Signal wires on met2:
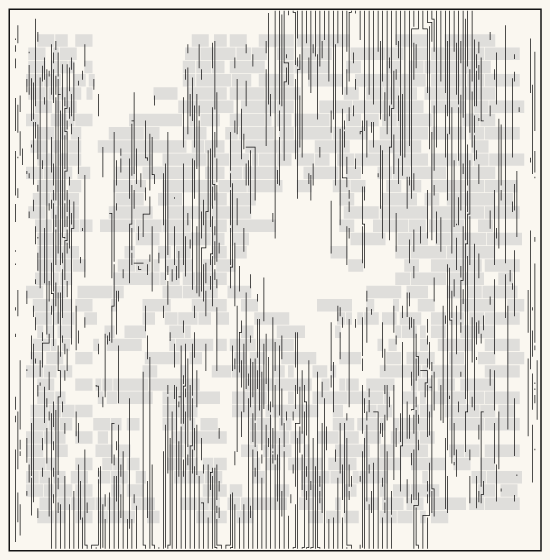
M3 wires:
The bar under the picture is 20 microns long.
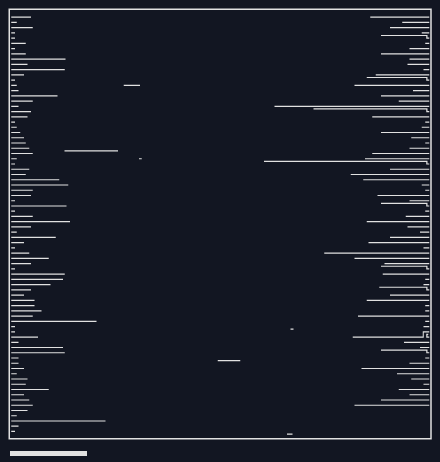
Placement view:
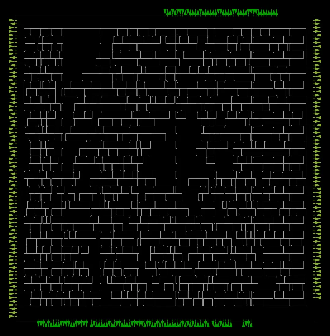
Port wiring:
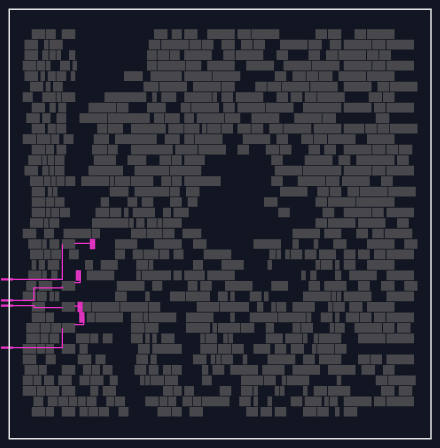
==> config.mk <==
export PLATFORM = sky130hd
export DESIGN_NAME = mem_port_arbiter
export DESIGN_NICKNAME = d
export VERILOG_FILES = /design/src/rtl/mem_port_arbiter_pkg.sv /design/src/rtl/arb_owner_fifo.sv /design/src/rtl/mem_port_arbiter.sv
export SDC_FILE = /design/constraint.sdc
export NUM_CORES = 1
export LEC_CHECK = 0
export CORE_AREA = 3 3 106 108
export DETAILED_ROUTE_END_ITERATION = 10
export DIE_AREA = 0 0 109 111
export PLACE_DENSITY_LB_ADDON = 0.08
export SLEW_MARGIN = 30
export SYNTH_ARGS = -nofsm -noshare
export SYNTH_HDL_FRONTEND = slang
export SYNTH_SLANG_ARGS = --single-unit
==> constraint.sdc <==
create_clock -name clk_i -period 2 [get_ports clk_i]
set_input_delay 0.2 -clock clk_i [delete_from_list [all_inputs] [get_ports clk_i]]
set_output_delay 0.2 -clock clk_i [all_outputs]
set_load 0.05 [all_outputs]
==> impl_metrics.env <==
# physical design summary
export IMPL_outcome="finished, violations left"
export IMPL_violations="negative setup slack"
export IMPL_met1_resource_use_gr_pct=19.03
export IMPL_number_of_enable_flip_flop_cells=4
export IMPL_cell_type_group_with_the_largest_total_delay_on_the_critical_path="flip-flops"
export IMPL_detail_route_drc_violations=0
export IMPL_fp_coreArea_sq_mm=0.01032
export IMPL_num_fill_cells=824
export IMPL_synth_seq_area_share_pct=13.59
export IMPL_routedLengthMet1_microns=4132
export IMPL_power_per_cell_area_mw_per_mm2=954.1
export IMPL_setup_ws_ps=-191.9
export IMPL_path_buffers=4
export IMPL_layout_cells_most_common="clkdlybuf4s50_1"
export IMPL_ys_ff=9
export IMPL_placed_cell_area_sq_mm=0.005831
export IMPL_number_of_antenna_violations_at_the_first_check_in_global_routing=1
export IMPL_worst_path_max_fanout=2
export IMPL_area_share_nonclk_buffers_pct=62.57
export IMPL_hold_path_class="primary input to async pin"
export IMPL_synth_adder_area_share_pct=0.6897
export IMPL_grt_max_degree=69
export IMPL_synth_xor_xnor_area_share_pct=2.828
export IMPL_clockBufferCount=4
export IMPL_seqAreaFraction_pct=3.732
export IMPL_critical_path_slowest_cell="dfstp_2"
export IMPL_inv_count=7
export IMPL_first_global_vias=3373
export IMPL_cpPeakStageDelay_ps=530
export IMPL_floorplan_tapcells=136
export IMPL_maxUsedRoutingLayer="met4"
export IMPL_synth_cell_types=34
export IMPL_max_slew_margin_rel_pct=65.97
export IMPL_timing_reg2reg_setup_slack_ps=-140
export IMPL_fin_cells=734
export IMPL_initial_drc_count=58
export IMPL_worstPathRequired_ps=1800
export IMPL_synth_cell_area_sq_mm=0.001814
export IMPL_first_pass_iters=4
export IMPL_post_drt_wl_per_cell_microns=16.77
export IMPL_initCoreUtil_pct=17.57
export IMPL_crit_path_frequent_cell="buf_6"
export IMPL_ff_latch_area_sq_um=247.7
export IMPL_yosys_cells=287
export IMPL_multi_input_comb_area_sq_mm=0.001991
export IMPL_multi_input_comb_cells=251
export IMPL_grt_setup_unrepaired="true"
export IMPL_yosysWarnings=0
export IMPL_nets=738
export IMPL_dominant_register_cell_in_the_synthesized_netlist="edfxtp_1"
export IMPL_cts_htree_levels=1
export IMPL_min_period_ps=2192
export IMPL_synth_top_cell_by_count="and2_1"
export IMPL_final_setup_viol_count=94
export IMPL_chipWidth_microns=109
export IMPL_final_max_slew_violation_count=0
export IMPL_leading_post_synthesis_cells_by_cell_area="and2_1, nand2_1, edfxtp_1, a21oi_1, dfrtp_1"
export IMPL_rows=37
export IMPL_vdd_drop_max_mv=0.4044
export IMPL_routabilityCongestion=0.7674
export IMPL_floorplan_die_height_microns=111
export IMPL_place_inst=703
export IMPL_skew_ps=4.845
-- 'signal wires on met2' (at the start) --
main direction: vertical
nets with wire on the layer: 666
longest straight run: 54.4 microns
share of all routed wire: 56%
wire length on this layer: 6920 microns
total via count after detailed routing: 3165
met2 usage in global routing: 38.90%

-- 'M3 wires' (at the start) --
main direction: horizontal
longest straight run: 42.1 microns
aggregate routed wire length: 12310 microns
met3 track demand over resource: 5.300%

-- 'placement view' (at the start) --
core utilization of the finished layout: 64.31%
seq_cells: 9

-- 'port wiring' (at the start) --
legend:
  magenta:
    port: data_be_i
    bits: 4
    direction: input
    edge: left
    end_cells: 4
    buffers: 4
    wire: 85.8 microns
IO Port Bufs: 278
io pins: 279

==> per-stage QoR <==
step | TNS [ps] | total power [uW] | utilization [%]
after floorplan | 0 | 2858 | -
after detailed placement | -10820 | 5120 | 56.48
final | -9481 | 6334 | 64.31
after global routing | -19070 | 6599 | 64.31
after global placement | -8657 | 5085 | 56.48
after CTS | -8701 | 6286 | 63.63
==> report_power, final <==
group | total (uW) | internal [uW] | switching [uW]
registers | 331 | 269 | 61.9
clock network | 216 | 139 | 76.5
logic | 5790 | 2850 | 2940
total | 6330 | 3260 | 3080
==> timing repair <==
item | CTS | global route
hold buffers | 0 | 0
gates cloned | 5 | 0
setup endpoints to repair | 138 | 116
pin swaps | 67 | 23
resized | 147 | 17
buffers inserted | 19 | 4
Power and IR drop assume default switching activity.
